### src/rtl/seg_decoder_if.sv
`default_nettype none
// +--------------------------------------------------------------------+
// | Module     : seg_decoder_if                                        |
// | Description: Display-bus tap and frame handshake bundle for        |
// |              seg_decoder. The master side drives the sampled       |
// |              display lines and the ack; the slave side (decoder)   |
// |              returns decoded frames.                               |
// | Revision   : 1.0 - initial release                                 |
// +--------------------------------------------------------------------+
interface seg_decoder_if;
    logic [6:0]  segmento;     // active-low segments, bit0=a .. bit6=g
    logic [3:0]  dig_n;        // active-low digit enables
    logic        ack;          // consumer accepts the held frame
    logic [15:0] digits;       // decoded frame, digit k in [4k+3:4k]
    logic [3:0]  err;          // per-digit unknown-pattern flags
    logic        frame_valid;  // a frame is held on digits/err
    logic        overrun;      // unacknowledged frame was overwritten

    modport master (
        output segmento,
        output dig_n,
        output ack,
        input  digits,
        input  err,
        input  frame_valid,
        input  overrun
    );

    modport slave (
        input  segmento,
        input  dig_n,
        input  ack,
        output digits,
        output err,
        output frame_valid,
        output overrun
    );
endinterface
`default_nettype wire

### src/rtl/seg_decoder.sv
`default_nettype none
// +--------------------------------------------------------------------+
// | Module     : seg_decoder                                           |
// | Description: Recovers four BCD digits from a multiplexed,          |
// |              active-low seven-segment display bus. Inputs are      |
// |              synchronised and stability-filtered, patterns are     |
// |              decoded with an error flag, and complete frames are   |
// |              presented atomically through a valid/ack handshake.   |
// | Revision   : 1.0 - initial release                                 |
// +--------------------------------------------------------------------+
module seg_decoder #(
    parameter int STABLE  = 4,     // identical samples needed to accept
    parameter int TIMEOUT = 1024   // idle cycles before a partial frame dies
) (
    input  logic          clk,
    input  logic          rst,
    seg_decoder_if.slave  bus
);

    localparam logic [3:0]  c_stable   = 4'(STABLE);
    localparam logic [15:0] c_tmo_last = 16'(TIMEOUT - 1);

    typedef enum logic [0:0] {
        ST_SYNC = 1'b0,
        ST_CAPT = 1'b1
    } state_t;

    // synchronizer stages
    logic [6:0]  seg_s1_q, seg_s2_q;
    logic [3:0]  dig_s1_q, dig_s2_q;

    // stability filter
    logic [3:0]  run_q, run_d;
    logic        w_dig_ok;
    logic [1:0]  w_dig_idx;
    logic        acc_q;
    logic [6:0]  acc_seg_q;
    logic [1:0]  acc_idx_q;

    // pattern decode of the accepted sample
    logic [3:0]  w_code;
    logic        w_bad;

    // frame assembly and output holding
    state_t      state_q;
    logic [1:0]  want_q;
    logic [15:0] buf_q;
    logic [3:0]  buf_err_q;
    logic [15:0] tmo_q;
    logic [15:0] digits_q;
    logic [3:0]  err_q;
    logic        frame_valid_q;
    logic        overrun_q;

    // Two-flop synchronizers; reset to a blank display.
    always_ff @(posedge clk) begin
        if (rst) begin
            seg_s1_q <= 7'h7F;
            seg_s2_q <= 7'h7F;
            dig_s1_q <= 4'hF;
            dig_s2_q <= 4'hF;
        end else begin
            seg_s1_q <= bus.segmento;
            seg_s2_q <= seg_s1_q;
            dig_s1_q <= bus.dig_n;
            dig_s2_q <= dig_s1_q;
        end
    end

    // Run length of the sample about to enter s2; saturates so a run accepts once.
    always_comb begin
        run_d = run_q;
        if ({seg_s1_q, dig_s1_q} != {seg_s2_q, dig_s2_q}) begin
            run_d = 4'd1;
        end else if (run_q != c_stable) begin
            run_d = run_q + 4'd1;
        end
    end

    // Only a single active digit enable is a usable sample.
    always_comb begin
        w_dig_ok  = 1'b1;
        w_dig_idx = 2'd0;
        case (dig_s1_q)
            4'b1110: w_dig_idx = 2'd0;
            4'b1101: w_dig_idx = 2'd1;
            4'b1011: w_dig_idx = 2'd2;
            4'b0111: w_dig_idx = 2'd3;
            default: w_dig_ok  = 1'b0;
        endcase
    end

    // Accept strobe fires on the cycle the run first reaches STABLE samples.
    always_ff @(posedge clk) begin
        if (rst) begin
            run_q     <= 4'd0;
            acc_q     <= 1'b0;
            acc_seg_q <= 7'h7F;
            acc_idx_q <= 2'd0;
        end else begin
            run_q     <= run_d;
            acc_q     <= w_dig_ok && (run_d == c_stable) && (run_q != c_stable);
            acc_seg_q <= seg_s1_q;
            acc_idx_q <= w_dig_idx;
        end
    end

    // Segment pattern back to BCD; 4'hF marks an unknown pattern.
    always_comb begin
        w_code = 4'hF;
        case (acc_seg_q)
            7'h40: w_code = 4'd0;
            7'h79: w_code = 4'd1;
            7'h24: w_code = 4'd2;
            7'h30: w_code = 4'd3;
            7'h19: w_code = 4'd4;
            7'h12: w_code = 4'd5;
            7'h02: w_code = 4'd6;
            7'h78: w_code = 4'd7;
            7'h00: w_code = 4'd8;
            7'h10: w_code = 4'd9;
            7'h18: w_code = 4'd9;
            default: w_code = 4'hF;
        endcase
        w_bad = (w_code == 4'hF);
    end

    // Frame FSM: collect digits 0..3 in order, commit atomically, handle handshake.
    always_ff @(posedge clk) begin
        if (rst) begin
            state_q       <= ST_SYNC;
            want_q        <= 2'd0;
            buf_q         <= 16'h0000;
            buf_err_q     <= 4'h0;
            tmo_q         <= 16'h0000;
            digits_q      <= 16'h0000;
            err_q         <= 4'h0;
            frame_valid_q <= 1'b0;
            overrun_q     <= 1'b0;
        end else begin
            overrun_q <= 1'b0;
            if (frame_valid_q && bus.ack) begin
                frame_valid_q <= 1'b0;
            end

            case (state_q)
                ST_SYNC: begin
                    if (acc_q && (acc_idx_q == 2'd0)) begin
                        buf_q[3:0]   <= w_code;
                        buf_err_q[0] <= w_bad;
                        want_q       <= 2'd1;
                        tmo_q        <= 16'h0000;
                        state_q      <= ST_CAPT;
                    end
                end

                ST_CAPT: begin
                    if (acc_q) begin
                        tmo_q <= 16'h0000;
                        if (acc_idx_q == want_q) begin
                            buf_q[{acc_idx_q, 2'b00} +: 4] <= w_code;
                            buf_err_q[acc_idx_q]           <= w_bad;
                            if (want_q == 2'd3) begin
                                // New frame wins over any held one; a same-cycle ack
                                // means the old frame was consumed, so no overrun.
                                digits_q      <= {w_code, buf_q[11:0]};
                                err_q         <= {w_bad, buf_err_q[2:0]};
                                frame_valid_q <= 1'b1;
                                overrun_q     <= frame_valid_q && !bus.ack;
                                state_q       <= ST_SYNC;
                            end else begin
                                want_q <= want_q + 2'd1;
                            end
                        end else if (acc_idx_q == 2'd0) begin
                            // Out-of-order digit 0 restarts the frame immediately.
                            buf_q[3:0]   <= w_code;
                            buf_err_q[0] <= w_bad;
                            want_q       <= 2'd1;
                        end else begin
                            state_q <= ST_SYNC;
                        end
                    end else if (tmo_q == c_tmo_last) begin
                        tmo_q   <= 16'h0000;
                        state_q <= ST_SYNC;
                    end else begin
                        tmo_q <= tmo_q + 16'h0001;
                    end
                end

                default: state_q <= ST_SYNC;
            endcase
        end
    end

    assign bus.digits      = digits_q;
    assign bus.err         = err_q;
    assign bus.frame_valid = frame_valid_q;
    assign bus.overrun     = overrun_q;

endmodule
`default_nettype wire
### src/flat_wrapper.sv
// flat-port wrapper written by rule: the top's interface ports become plain ports
module seg_decoder_flat 
#(
    parameter int STABLE  = 4,                                          
    parameter int TIMEOUT = 1024                                             
)
  (clk, rst, bus_segmento, bus_dig_n, bus_ack, bus_digits, bus_err, bus_frame_valid, bus_overrun);
  seg_decoder_if bus_i ();
  input  logic clk;
  input  logic rst;
  input wire logic [$bits(bus_i.segmento)-1:0] bus_segmento;
  input wire logic [$bits(bus_i.dig_n)-1:0] bus_dig_n;
  input wire logic [$bits(bus_i.ack)-1:0] bus_ack;
  output wire logic [$bits(bus_i.digits)-1:0] bus_digits;
  output wire logic [$bits(bus_i.err)-1:0] bus_err;
  output wire logic [$bits(bus_i.frame_valid)-1:0] bus_frame_valid;
  output wire logic [$bits(bus_i.overrun)-1:0] bus_overrun;
  assign bus_i.segmento = bus_segmento;
  assign bus_i.dig_n = bus_dig_n;
  assign bus_i.ack = bus_ack;
  assign bus_digits = bus_i.digits;
  assign bus_err = bus_i.err;
  assign bus_frame_valid = bus_i.frame_valid;
  assign bus_overrun = bus_i.overrun;
  seg_decoder #(.STABLE(STABLE), .TIMEOUT(TIMEOUT)) u_core (.clk(clk), .rst(rst), .bus(bus_i));
endmodule
### config.mk
export PLATFORM = sky130hd
export DESIGN_NAME = seg_decoder_flat
export DESIGN_NICKNAME = d
export VERILOG_FILES = /design/src/rtl/seg_decoder_if.sv /design/src/rtl/seg_decoder.sv /design/src/flat_wrapper.sv
export SDC_FILE = /design/constraint.sdc
export NUM_CORES = 1
export LEC_CHECK = 0
export CORE_ASPECT_RATIO = 1.25
export CORE_MARGIN = 2
export CORE_UTILIZATION = 45
export CTS_CLUSTER_DIAMETER = 100
export DETAILED_ROUTE_END_ITERATION = 10
export PLACE_DENSITY = 0.65
export SLEW_MARGIN = 15
export SYNTH_ARGS = -nofsm -noshare
export SYNTH_HDL_FRONTEND = slang
export SYNTH_SLANG_ARGS = --single-unit
### constraint.sdc
create_clock -name clk -period 3.1 [get_ports clk]
set_input_delay 0.62 -clock clk [delete_from_list [all_inputs] [get_ports clk]]
set_output_delay 0.62 -clock clk [all_outputs]
set_load 0.05 [all_outputs]
==> qor.txt <==
Kind of critical path: reg -> reg
Main flop type: dfxtp_1
DRC errors left: 0
Synth Net Count: 467
Critical Path End: u_core.bus.digits[14]$_SDFFE_PP0P_
Placed instance count: 550
WP data arrival: 2.44 ns
Largest class: logic gates
Setup TNS: 0 ns
Yosys adder share: 0.0319
Dominant cell area share: 0.443
Tcrit/Tclk final: 0.720
Top logic family: simple AND/OR/NAND/NOR gates
Htree depth: 3
Most common cell type on the critical path: nand3_1
Post-Synth XOR/XNOR Area: 0.0433
CP bufs+invs: 0
Hold Path Depth: 2
Outcome: finished, final reports clean
First-pass GRT wire length: 13.1 mm
-- cells in the mapped netlist, types with 6 or more instances --
cell,count
nor4_1,7
nor2_1,18
buf_2,8
nand4_1,8
xnor2_1,14
nand2b_1,9
o21ai_0,14
inv_1,12
ha_1,9
o21ai_1,6
nand3_1,21
dfxtp_1,85
or2_2,23
a21oi_1,37
a31oi_1,14
nor3_1,10
nand2_1,57
clkbuf_1,16
-- per-layer routing --
layer	wire, µm	GRT usage	part of all wire	vias to the layer above
met5	0	0	0	-
met4	61	0.0592	0.0080	0
met3	238	0.0284	0.031	6
met2	3690	0.290	0.49	58
met1	3600	0.222	0.47	1450
li1	-	-	-	1616
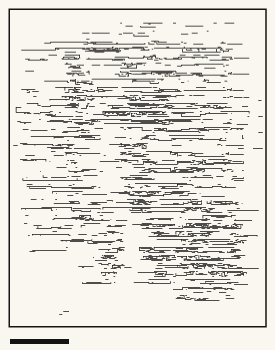
(signal wires on met1)
Scale bar: 20 µm.
longest straight run = 30.6 µm
main direction = horizontal
share of all routed wire = 47%
via count: 3,130
GR met1 Demand/Resource: 0.222
Routed WL: 7.60 mm

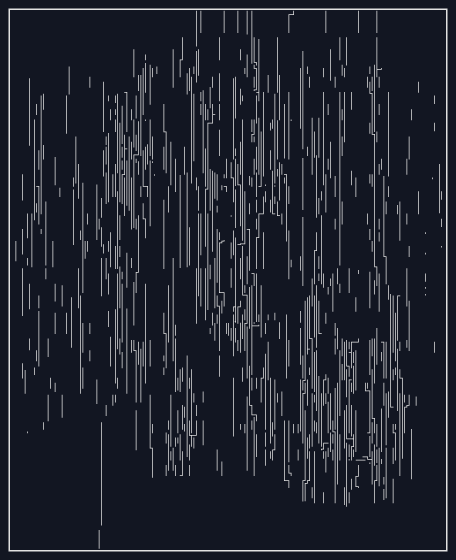
(metal 2)
wire length on this layer = 3,690 µm
nets with wire on the layer = 392
longest straight run = 34.3 µm
main direction = vertical
share of all routed wire = 49%

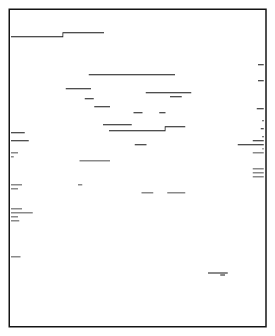
(M3 wires)
share of all routed wire = 3.1%
main direction = horizontal
wire length on this layer = 238 µm

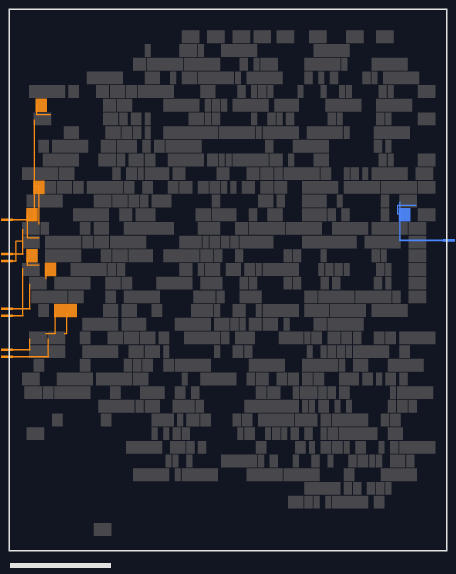
(port wiring)
Scale bar: 20 µm.
orange -> bus_segmento  # bits 7, direction input, edge left, end cells 7, buffers 7, wire 110 µm
blue -> bus_ack  # bits 1, direction input, edge right, end cells 1, buffers 1, wire 22.0 µm
port bufs: 35
I/O pin cnt: 36

